## src/rtl/mips_pkg.sv

```systemverilog
// Shared fetch-stage types and constants.
package mips_pkg;

  typedef enum logic [1:0] {
    BOOT = 2'd0,
    RUN  = 2'd1,
    HALT = 2'd2
  } fetch_state_e;

  typedef enum logic [1:0] {
    SEL_SEQ    = 2'd0,
    SEL_HOLD   = 2'd1,
    SEL_BRANCH = 2'd2,
    SEL_JUMP   = 2'd3
  } pc_sel_e;

  localparam logic [31:0] PC_STEP = 32'd4;

  function automatic logic [31:0] word_align(input logic [31:0] addr);
    return {addr[31:2], 2'b00};
  endfunction

endpackage

```

## src/rtl/next_pc_mux.sv

```systemverilog
// Next-PC priority selection: jump over branch over stall over sequential.
module next_pc_mux
  import mips_pkg::*;
(
  input  logic [31:0] pc,
  input  logic        stall,
  input  logic        branch,
  input  logic [31:0] branch_target,
  input  logic        jump,
  input  logic [31:0] jump_target,
  output logic [31:0] pc_plus4,
  output logic [31:0] next_pc,
  output pc_sel_e     pc_sel
);

  // Wraps modulo 2^32 by construction; the carry out is dropped.
  assign pc_plus4 = pc + PC_STEP;

  always_comb begin
    pc_sel  = SEL_SEQ;
    next_pc = pc_plus4;
    if (jump) begin
      pc_sel  = SEL_JUMP;
      next_pc = word_align(jump_target);
    end else if (branch) begin
      pc_sel  = SEL_BRANCH;
      next_pc = word_align(branch_target);
    end else if (stall) begin
      pc_sel  = SEL_HOLD;
      next_pc = pc;
    end
  end

endmodule

```

## src/rtl/fetch_unit.sv

```systemverilog
// Instruction fetch stage: PC register, BOOT/RUN/HALT control and the IF/ID register.
module fetch_unit
  import mips_pkg::*;
#(
  parameter logic [31:0] RESET_PC   = 32'h0000_0000,
  parameter int unsigned IMEM_WORDS = 127
) (
  input  logic        clk_i,
  input  logic        rst_i,
  input  logic [31:0] instr_i,
  output logic [31:0] pc_addr_o,
  input  logic        stall_i,
  input  logic        branch_i,
  input  logic [31:0] branch_target_i,
  input  logic        jump_i,
  input  logic [31:0] jump_target_i,
  input  logic        halt_i,
  output logic [31:0] ifid_instr_o,
  output logic [31:0] ifid_pc4_o,
  output logic        ifid_valid_o,
  output logic        addr_err_o,
  output logic        halted_o
);

  // Limit kept 34 bits wide so a 2^30-word memory does not overflow to zero.
  localparam logic [33:0] PC_LIMIT = 34'(IMEM_WORDS) * 34'd4;

  fetch_state_e state_q;
  logic [31:0]  pc_q;
  logic [31:0]  pc_plus4;
  logic [31:0]  next_pc;
  pc_sel_e      pc_sel;
  logic         out_of_range;

  next_pc_mux u_next_pc_mux (
    .pc            (pc_q),
    .stall         (stall_i),
    .branch        (branch_i),
    .branch_target (branch_target_i),
    .jump          (jump_i),
    .jump_target   (jump_target_i),
    .pc_plus4      (pc_plus4),
    .next_pc       (next_pc),
    .pc_sel        (pc_sel)
  );

  assign out_of_range = ({2'b00, pc_q} >= PC_LIMIT);
  assign pc_addr_o    = pc_q;

  always_ff @(posedge clk_i or negedge rst_i) begin
    if (!rst_i) begin
      state_q      <= BOOT;
      pc_q         <= RESET_PC;
      ifid_instr_o <= '0;
      ifid_pc4_o   <= '0;
      ifid_valid_o <= 1'b0;
      addr_err_o   <= 1'b0;
      halted_o     <= 1'b0;
    end else begin
      unique case (state_q)
        BOOT: begin
          ifid_valid_o <= 1'b0;
          state_q      <= RUN;
        end
        RUN: begin
          // Halting, for either reason, wins over every redirect and stall.
          if (halt_i || out_of_range) begin
            state_q      <= HALT;
            halted_o     <= 1'b1;
            ifid_instr_o <= '0;
            ifid_pc4_o   <= '0;
            ifid_valid_o <= 1'b0;
            if (out_of_range) begin
              addr_err_o <= 1'b1;
            end
          end else begin
            case (pc_sel)
              SEL_JUMP, SEL_BRANCH: begin
                pc_q         <= next_pc;
                ifid_instr_o <= '0;
                ifid_pc4_o   <= '0;
                ifid_valid_o <= 1'b0;
              end
              SEL_HOLD: begin
                pc_q <= pc_q;
              end
              SEL_SEQ: begin
                pc_q         <= next_pc;
                ifid_instr_o <= instr_i;
                ifid_pc4_o   <= pc_plus4;
                ifid_valid_o <= 1'b1;
              end
            endcase
          end
        end
        HALT: begin
          ifid_valid_o <= 1'b0;
        end
        default: begin
          state_q <= BOOT;
        end
      endcase
    end
  end

endmodule

```

## config.mk

```make
export PLATFORM = sky130hd
export DESIGN_NAME = fetch_unit
export DESIGN_NICKNAME = d
export VERILOG_FILES = /design/src/rtl/mips_pkg.sv /design/src/rtl/next_pc_mux.sv /design/src/rtl/fetch_unit.sv
export SDC_FILE = /design/constraint.sdc
export NUM_CORES = 1
export LEC_CHECK = 0
export ABC_AREA = 1
export CORE_MARGIN = 5
export CORE_UTILIZATION = 25
export CTS_BUF_LIST = sky130_fd_sc_hd__clkbuf_16
export CTS_CLUSTER_SIZE = 12
export DETAILED_ROUTE_END_ITERATION = 7
export PLACE_DENSITY_LB_ADDON = 0.2
export SYNTH_ARGS = -nofsm -noshare
export SYNTH_HDL_FRONTEND = slang
export SYNTH_SLANG_ARGS = --single-unit
```

## constraint.sdc

```tcl
create_clock -name clk_i -period 2.1 [get_ports clk_i]
set_input_delay 0.42 -clock clk_i [delete_from_list [all_inputs] [get_ports clk_i]]
set_output_delay 0.42 -clock clk_i [all_outputs]
set_load 0.03 [all_outputs]
```

==> images/registers.png <==
Bar = 50 um. Other sequential cells in the stronger grey, the rest of the logic in the fainter grey.
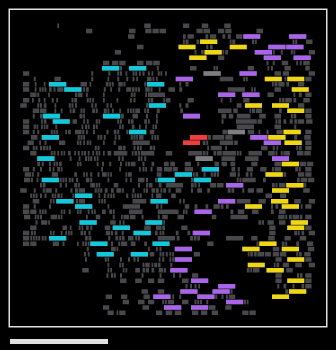
[pc_addr_o] cyan | placed flops: 30
[state_q] red | placed flops: 2
[ifid_pc4_o] purple | placed flops: 31
[ifid_instr_o] yellow | placed flops: 32
Seq/total area: 0.2846
Flop+latch power: 1890 uW
Final Util: 0.3805

==> images/zoom.png <==
Region (106, 25) to (136, 55) um. Cells in grey, sequential cells in the stronger grey; small squares are vias.
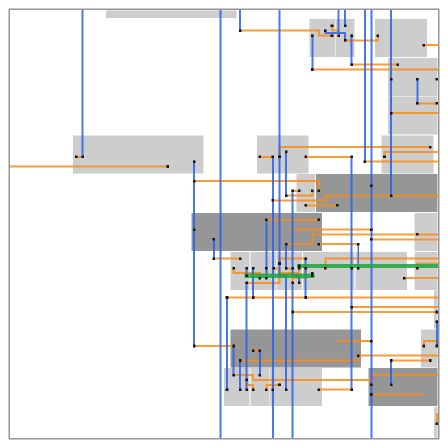
[met3] green
[met1] orange
[met2] blue
netlist names of flops here include: ifid_instr_o (4)
cells with their middle in the window: 22
sequential cells in the window: 4
most frequent: nand2_1 (5)

==> results.cfg <==
; flow metrics
[worst_setup_path]
cpLargestDelayFamily = buffers and inverters
crit_path_end_kind = primary output
worst-setup-path-type = flip-flop to primary output
path_depth = 2
path_cells = buf_4 > clkdlybuf4s50_1
critPathCapture = pc_addr_o[2]
critPathMaxFanout = 4
cp.arrival_ns = 1.63
worstRegToRegCells = 10
r2r-end = ifid_instr_o[17]
worstSetupStartpointType = flip-flop
startpoint = pc_addr_o[2]
critPathMaxStageDelay_ns = 0.70
required_ns = 1.68
cp_slowest_cell = clkdlybuf4s50_1
critPathBufInv = 2

[global_routing]
grtUsageMet3 = 0.03908
use_met2 = 0.2525
grt_pass1_wl_mm = 31.42
groute.usage.overall = 0.1513
overflow = 0
grt_pass1_vias = 5697
busiest_layer = met2
use_met1 = 0.1988
grt_max_degree = 56

[placed_design]
place_ws_ns = -0.06608
globalplace.congestion = 0.8634
portBuffers = 194
hpwl_mm = 15.32
placed_area_um2 = 8265

[synthesis]
synth_cells = 819
edf_count = 0
yosysTopAreaCellShare = 0.4259
yosys.area_share.aoi = 0.04085
yosysMostFrequentCell = nand2_1
synthAdderAreaFrac = 0.004346
synth-async-reset-ratio = 1.000
ys_chip_area_um2 = 5758
netlist_logic_family_top = simple AND/OR/NAND/NOR gates
flop_cell = dfrtp_1
xor_share = 0.01369
syn-cell-area_um2 = 5758
yosys-top-cells-count = 261 x nand2_1, 149 x nor2_1, 98 x dfrtp_1
ys_cells = 819
postSynthAreaPerCell_um2 = 7.031
netlist-cell-type-count = 33
top_cells_by_area = dfrtp_1 43%, nand2_1 17%, nor2_1 9.7%

[layout]
comb_cells = 590
logic_area_um2 = 2736
final-clk-cell-share = 0.03660
antenna_cells = 0
nClkBuffers = 9
layout_top_cell = nand2_1
signal_buffers = 239
regMostFlops = ifid_instr_o
fin_cells = 1326
inv_count = 99
nNetsFinal = 1141
fin_area_um2 = 8616
final_cell_mix = 261 x nand2_1, 191 x clkdlybuf4s50_1, 147 x nor2_1
nFillCells = 2421
syn2layout_area_growth_pct = 49.63
drive_above_1_share = 0.09606
largestClassByArea = logic gates
largest_reg_flops = 32
flop_area_um2 = 2452

[sta]
fmax_ghz = 0.4889
setup_slack_ns = 0.05442
timing.hold.ws_ns = 0.03538
finalSetupViolations = 0
final_max_slew_viol_count = 0
period_used_share = 0.9741
rsz0062_at_grt = false
period_needed_ns = 2.046

[floorplanning]
num_io_pins = 201
die_w_um = 161.8
core_um2 = 22640
fp_util = 0.2543
chipArea_um2 = 26170
n_tap_cell = 285

[power_and_ir_drop]
powerDensity_nw_per_um2 = 476.7
ir_drop_mv = 0.2718
comb_power_share = 0.092
p_int_uw = 3147
p_comb_uw = 379
leakagePower_uw = 0.004530
power_leader = sequential cells
power_switching_uw = 960.2
total_power_uw = 4107
seq_power_share = 0.459
swShare = 0.2338

[flow_run]
cap_violations = 0

[route]
ant_nets = 0
detail_route.wl_per_cell_um = 15.30
wl_met2_mm = 9.726
dr.pass1.iters = 5
via_count = 5829
m1WireLength_mm = 9.056
highest_layer = met4
drt_iter0_drc = 368
wirelength_mm = 20.29

[run_status]
status = completed

[clock_tree]
post_cts_resize_count = 1
cts_root_buf = clkbuf_16
clk_pin_slew_ns = 0.07
cts_setup_buffers = 0
==> images/final_clocks.png <==
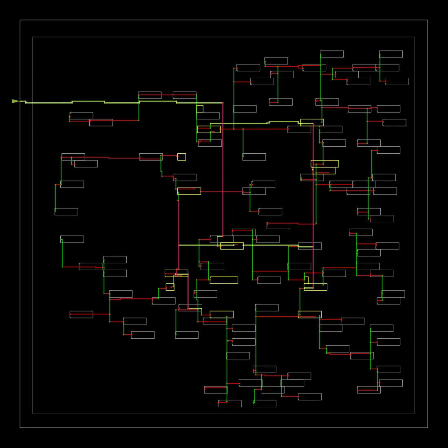
CTS Buf Count: 9
clock skew: 0.007623 ns
flip-flops: 98
Clock Sinks: 98
clk_lat worst skew: 0.35 ns

==> images/clock_map.png <==
Bar = 50 um.
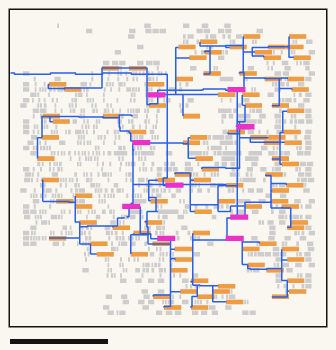
[flip-flops] orange | count: 98
[clock wires] blue | length: 1610 um
[cells driving clock nets] magenta | count: 9
routed clock nets: 10
flops lie: widely spread
Clk power: 1840 uW
Clk network pwr share: 0.449

Power is estimated from default activity; no workload was simulated.
